$ cat config.mk
export PLATFORM = sky130hd
export DESIGN_NAME = dm_sba
export DESIGN_NICKNAME = d
export VERILOG_FILES = /design/src/rtl/dm_sba_pkg.sv /design/src/rtl/dm_sba.sv
export SDC_FILE = /design/constraint.sdc
export NUM_CORES = 1
export LEC_CHECK = 0
export CORE_MARGIN = 3
export CORE_UTILIZATION = 49
export CTS_BUF_LIST = sky130_fd_sc_hd__clkbuf_8
export DETAILED_ROUTE_END_ITERATION = 10
export GPL_TIMING_DRIVEN = 0
export PLACE_DENSITY = 0.84
export SKIP_CTS_REPAIR_TIMING = 1
export SLEW_MARGIN = 20
export SYNTH_ARGS = -nofsm -noshare
export SYNTH_HDL_FRONTEND = slang
export SYNTH_SLANG_ARGS = --single-unit
$ cat constraint.sdc
create_clock -name clk -period 3.8 [get_ports clk]
set_input_delay 0.76 -clock clk [delete_from_list [all_inputs] [get_ports clk]]
set_output_delay 0.76 -clock clk [all_outputs]
set_load 0.02 [all_outputs]
$ cat src/rtl/dm_sba_pkg.sv
// Shared types and constants for the debug module System Bus Access block.
package dm_sba_pkg;

  localparam int unsigned XLEN   = 32;
  localparam int unsigned DMI_AW = 7;

  localparam logic [DMI_AW-1:0] ADDR_SBCS       = 7'h38;
  localparam logic [DMI_AW-1:0] ADDR_SBADDRESS0 = 7'h39;
  localparam logic [DMI_AW-1:0] ADDR_SBDATA0    = 7'h3C;

  localparam logic [2:0] SBVERSION  = 3'd1;
  localparam logic [2:0] SBACCESS_32 = 3'd2;
  localparam logic [6:0] SBASIZE    = 7'd32;

  typedef enum logic [2:0] {
    SBERR_NONE    = 3'd0,
    SBERR_TIMEOUT = 3'd1,
    SBERR_BADADDR = 3'd2,
    SBERR_ALIGN   = 3'd3,
    SBERR_SIZE    = 3'd4
  } sberror_e;

  typedef enum logic [1:0] {
    ST_IDLE,
    ST_READ,
    ST_WRITE
  } sba_state_e;

  typedef struct packed {
    logic [2:0] sbversion;
    logic [5:0] rsvd;
    logic       sbbusyerror;
    logic       sbbusy;
    logic       sbreadonaddr;
    logic [2:0] sbaccess;
    logic       sbautoincrement;
    logic       sbreadondata;
    logic [2:0] sberror;
    logic [6:0] sbasize;
    logic       sbaccess128;
    logic       sbaccess64;
    logic       sbaccess32;
    logic       sbaccess16;
    logic       sbaccess8;
  } sbcs_t;

endpackage

$ cat src/rtl/dm_sba.sv
// System Bus Access: sbcs/sbaddress0/sbdata0 registers and a single-word
// bus master with error reporting and a busy-cycle timeout.
module dm_sba
  import dm_sba_pkg::*;
#(
  parameter int unsigned TIMEOUT = 255
) (
  input  logic              clk,
  input  logic              rst,
  input  logic              dmactive,
  input  logic              dmi_req,
  input  logic              dmi_we,
  input  logic [DMI_AW-1:0] dmi_addr,
  input  logic [XLEN-1:0]   dmi_wdata,
  output logic [XLEN-1:0]   dmi_rdata,
  output logic              bus_req,
  output logic              bus_we,
  output logic [XLEN-1:0]   bus_addr,
  output logic [XLEN-1:0]   bus_wdata,
  input  logic              bus_ack,
  input  logic [XLEN-1:0]   bus_rdata,
  input  logic              bus_err
);

  localparam int unsigned CNT_W = (TIMEOUT < 2) ? 1 : $clog2(TIMEOUT + 1);

  sba_state_e      state_q, state_d;
  logic [CNT_W-1:0] cnt_q, cnt_d, cnt_inc;
  logic [XLEN-1:0] addr_q, addr_d;
  logic [XLEN-1:0] data_q, data_d;
  sberror_e        sberror_q, sberror_d;
  logic            busyerr_q, busyerr_d;
  logic            roa_q, roa_d;
  logic            rod_q, rod_d;
  logic            autoinc_q, autoinc_d;
  logic [2:0]      access_q, access_d;
  logic            busy;
  logic            trig_rd;
  logic            trig_wr;
  sbcs_t           sbcs;

  // Next-state: DMI register effects first, then the FSM so bus outcomes win.
  always_comb begin
    state_d   = state_q;
    cnt_d     = cnt_q;
    addr_d    = addr_q;
    data_d    = data_q;
    sberror_d = sberror_q;
    busyerr_d = busyerr_q;
    roa_d     = roa_q;
    rod_d     = rod_q;
    autoinc_d = autoinc_q;
    access_d  = access_q;
    trig_rd   = 1'b0;
    trig_wr   = 1'b0;
    busy      = (state_q != ST_IDLE);
    cnt_inc   = cnt_q + CNT_W'(1);

    if (dmi_req) begin
      case (dmi_addr)
        ADDR_SBCS: begin
          if (dmi_we) begin
            if (dmi_wdata[22]) busyerr_d = 1'b0;
            sberror_d = sberror_e'(sberror_q & ~dmi_wdata[14:12]);
            roa_d     = dmi_wdata[20];
            access_d  = dmi_wdata[19:17];
            autoinc_d = dmi_wdata[16];
            rod_d     = dmi_wdata[15];
          end
        end
        ADDR_SBADDRESS0: begin
          if (dmi_we) begin
            if (busy) begin
              busyerr_d = 1'b1;
            end else begin
              addr_d  = dmi_wdata;
              trig_rd = roa_q;
            end
          end
        end
        ADDR_SBDATA0: begin
          if (busy) begin
            busyerr_d = 1'b1;
          end else if (dmi_we) begin
            data_d  = dmi_wdata;
            trig_wr = 1'b1;
          end else begin
            trig_rd = rod_q;
          end
        end
        default: ;
      endcase
    end

    case (state_q)
      ST_IDLE: begin
        // Triggers are dropped silently while an error is latched.
        if ((trig_rd || trig_wr) && !busyerr_q && (sberror_q == SBERR_NONE)) begin
          if (access_q != SBACCESS_32) begin
            sberror_d = SBERR_SIZE;
          end else if (addr_d[1:0] != 2'b00) begin
            sberror_d = SBERR_ALIGN;
          end else begin
            state_d = trig_wr ? ST_WRITE : ST_READ;
            cnt_d   = '0;
          end
        end
      end
      ST_READ, ST_WRITE: begin
        if (bus_ack) begin
          state_d = ST_IDLE;
          if (bus_err) begin
            sberror_d = SBERR_BADADDR;
          end else begin
            if (state_q == ST_READ) data_d = bus_rdata;
            if (autoinc_q) addr_d = addr_q + XLEN'(4);
          end
        end else begin
          cnt_d = cnt_inc;
          if (cnt_inc == CNT_W'(TIMEOUT)) begin
            state_d   = ST_IDLE;
            sberror_d = SBERR_TIMEOUT;
          end
        end
      end
      default: state_d = ST_IDLE;
    endcase
  end

  always_ff @(posedge clk or posedge rst) begin
    if (rst) begin
      state_q   <= ST_IDLE;
      cnt_q     <= '0;
      addr_q    <= '0;
      data_q    <= '0;
      sberror_q <= SBERR_NONE;
      busyerr_q <= 1'b0;
      roa_q     <= 1'b0;
      rod_q     <= 1'b0;
      autoinc_q <= 1'b0;
      access_q  <= SBACCESS_32;
    end else if (!dmactive) begin
      state_q   <= ST_IDLE;
      cnt_q     <= '0;
      addr_q    <= '0;
      data_q    <= '0;
      sberror_q <= SBERR_NONE;
      busyerr_q <= 1'b0;
      roa_q     <= 1'b0;
      rod_q     <= 1'b0;
      autoinc_q <= 1'b0;
      access_q  <= SBACCESS_32;
    end else begin
      state_q   <= state_d;
      cnt_q     <= cnt_d;
      addr_q    <= addr_d;
      data_q    <= data_d;
      sberror_q <= sberror_d;
      busyerr_q <= busyerr_d;
      roa_q     <= roa_d;
      rod_q     <= rod_d;
      autoinc_q <= autoinc_d;
      access_q  <= access_d;
    end
  end

  // Register read-back mux.
  always_comb begin
    sbcs                 = '0;
    sbcs.sbversion       = SBVERSION;
    sbcs.sbbusyerror     = busyerr_q;
    sbcs.sbbusy          = (state_q != ST_IDLE);
    sbcs.sbreadonaddr    = roa_q;
    sbcs.sbaccess        = access_q;
    sbcs.sbautoincrement = autoinc_q;
    sbcs.sbreadondata    = rod_q;
    sbcs.sberror         = sberror_q;
    sbcs.sbasize         = SBASIZE;
    sbcs.sbaccess32      = 1'b1;
    case (dmi_addr)
      ADDR_SBCS:       dmi_rdata = sbcs;
      ADDR_SBADDRESS0: dmi_rdata = addr_q;
      ADDR_SBDATA0:    dmi_rdata = data_q;
      default:         dmi_rdata = '0;
    endcase
  end

  assign bus_req   = (state_q != ST_IDLE);
  assign bus_we    = (state_q == ST_WRITE);
  assign bus_addr  = addr_q;
  assign bus_wdata = data_q;

endmodule

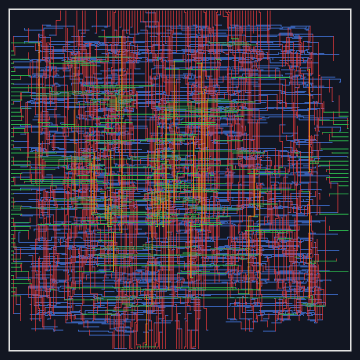
metal_stack.png
Drawn at 3 px/µm.
layer	color	wire length
met1	blue	9040 µm
met3	green	2410 µm
met2	red	10300 µm
met4	orange	801 µm

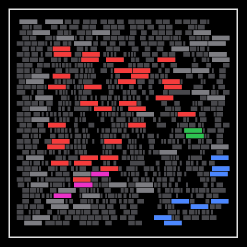
registers.png
Drawn at 2 px/µm. Other sequential cells in the stronger gray, the rest of the logic in the fainter gray.
signal	color	flops
bus_addr	red	32
state_q	green	2
access_q	magenta	3
cnt_q	blue	8
not colored	39

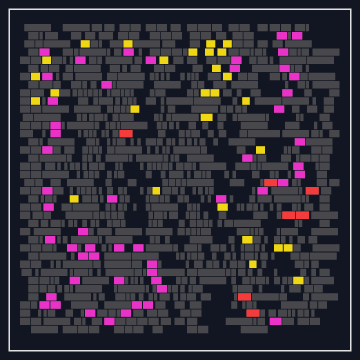
gate_families.png
Drawn at 3 px/µm.
family	color	cells	most used
multiplexers	magenta	52	mux2i_1
AND-OR and OR-AND gates	yellow	28	a22o_1
adder and majority cells	red	7	ha_1

==> results.tsv <==
metric	value	unit
clk_lat worst skew	380	ps
Yosys Chip Area	5640	µm²
via count	6498	
initial DRC count	879	
Clock Tree Buf Depth	2	
placed cells	978	
Least-Margin Pin Slew	751	ps
Tot GR Track Use	34.6	%
Buffers on Ports	174	
CTS Root Cell	clkbuf_8	
total routed wirelength	22500	µm
I/O pins	176	
Sink Count	84	
Site Rows	38	
post-synthesis net count	748	
Detailed Place HPWL	16600	µm
largest net degree at the start of global routing	45	
register area share after synthesis	37.3	%
remaining routing DRC violations	0	
status	finished, final reports clean	
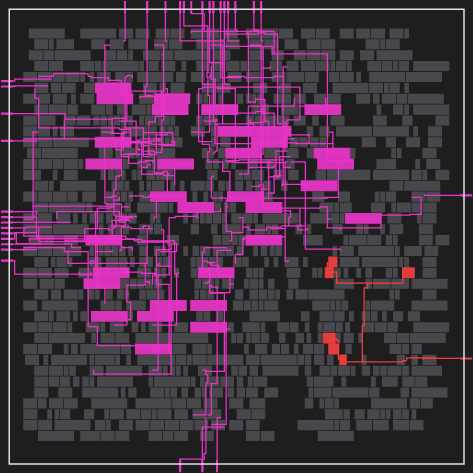
port_nets.png
Drawn at 4 px/µm.
port	color	direction	edge	end cells	buffers	wire
bus_addr	magenta	output	15 top, 13 left, 3 bottom, 1 right	32	32	2660 µm
bus_err	red	input	right	6	1	90.7 µm

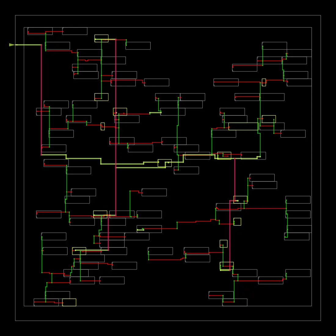
final_clocks.png
cts bufs inserted: 9
Seq cells: 84
clock group power: 0.684 mW
clkbuf count: 11
Clock Skew: 11.4 ps

metal layers:
layer	wire length [µm]	vias to the layer above	GRT usage, %
li1	-	2847	-
met1	9040	3108	47.4
met2	10300	475	53.4
met3	2400	68	7.06
met4	800	0	14.7
met5	0	-	0
final timing paths:
path                             start       endpoint
setup / recovery           dmi_addr[1]  dmi_rdata[11]
hold / removal                cnt_q[7]       cnt_q[7]
setup reg to reg            state_q[0]   bus_addr[22]
hold reg to reg               cnt_q[7]       cnt_q[7]
max in group asynchronous          rst    access_q[1]
min in group asynchronous          rst  bus_wdata[14]
Yosys cell counts (all sizes together) (2+ instances only):
library cell | number | share of area (%)
nand3 | 20 | 1.8
dfrtp | 83 | 37
o22ai | 5 | 0.67
o32ai | 7 | 1.1
o21a | 2 | 0.27
nor2b | 3 | 0.33
o221ai | 4 | 0.62
nor2 | 97 | 6.5
a32oi | 4 | 0.75
clkbuf | 37 | 2.8
nor3 | 18 | 1.6
nand4 | 18 | 2.3
o21ai | 27 | 2.5
and3 | 12 | 1.3
and2 | 5 | 0.58
a21oi | 61 | 5.4
a211oi | 41 | 5.5
nor4 | 6 | 1.3
nand2 | 49 | 3.3
nand2b | 5 | 0.55
a311oi | 2 | 0.31
buf | 11 | 1.2
or2 | 2 | 0.22
a211o | 3 | 0.47
mux2i | 51 | 9.0
o311ai | 2 | 0.31
o21bai | 2 | 0.27
xor2 | 2 | 0.31
and4b | 2 | 0.35
ha | 7 | 1.6
a31oi | 8 | 0.89
a22o | 18 | 2.8
o211ai | 3 | 0.40
and4 | 6 | 0.93
nand4b | 2 | 0.31
inv | 16 | 1.1
o31ai | 4 | 0.53
flip-flops by register name (all words and copies together), names as in the netlist:
name       count
access_q       3
autoinc_q      1
bus_addr      32
bus_wdata     32
busyerr_q      1
cnt_q          8
roa_q          1
rod_q          1
sberror_q      3
state_q        2
critical path: stages:
cell,delay (ps)
clkdlybuf4s50_1,590
inv_1,210
nand2_2,160
nor2_1,190
buf_4,240
a22o_1,170
clkdlybuf4s50_1,610
per-stage QoR:
stage                     setup WS (ps)  cell area, µm²  setup TNS, ps
after global routing               14.1            7840              0
after global placement             -728            7560         -56470
after CTS                          -771            7790         -10320
after detailed placement           -738            7590         -10000
final                               110            7840              0
after floorplan                     866            5640              0
cell type report:
| cell class | instances | area, µm² |
|---|---|---|
| buffer | 48 | 244 |
| clock buffer | 11 | 151 |
| clock inverter | 5 | 52.6 |
| fill | 895 | 3190 |
| inverter | 16 | 62.6 |
| multi-input combinational | 515 | 3260 |
| sequential | 84 | 2100 |
| tap | 140 | 175 |
| timing repair buffer | 175 | 1790 |
power by group through the flow:
stage | Sequential [mW] | Clock (mW) | Combinational [mW]
2_1_floorplan | 0.914 | 0 | 0.0630
3_3_place_gp | 0.914 | 0 | 0.188
3_5_place_dp | 0.913 | 0 | 0.194
4_1_cts | 0.896 | 0.683 | 0.195
5_1_grt | 0.896 | 0.717 | 0.209
6_report | 0.896 | 0.684 | 0.198
Power figures rest on the tool's default switching activity, not on a simulated workload.
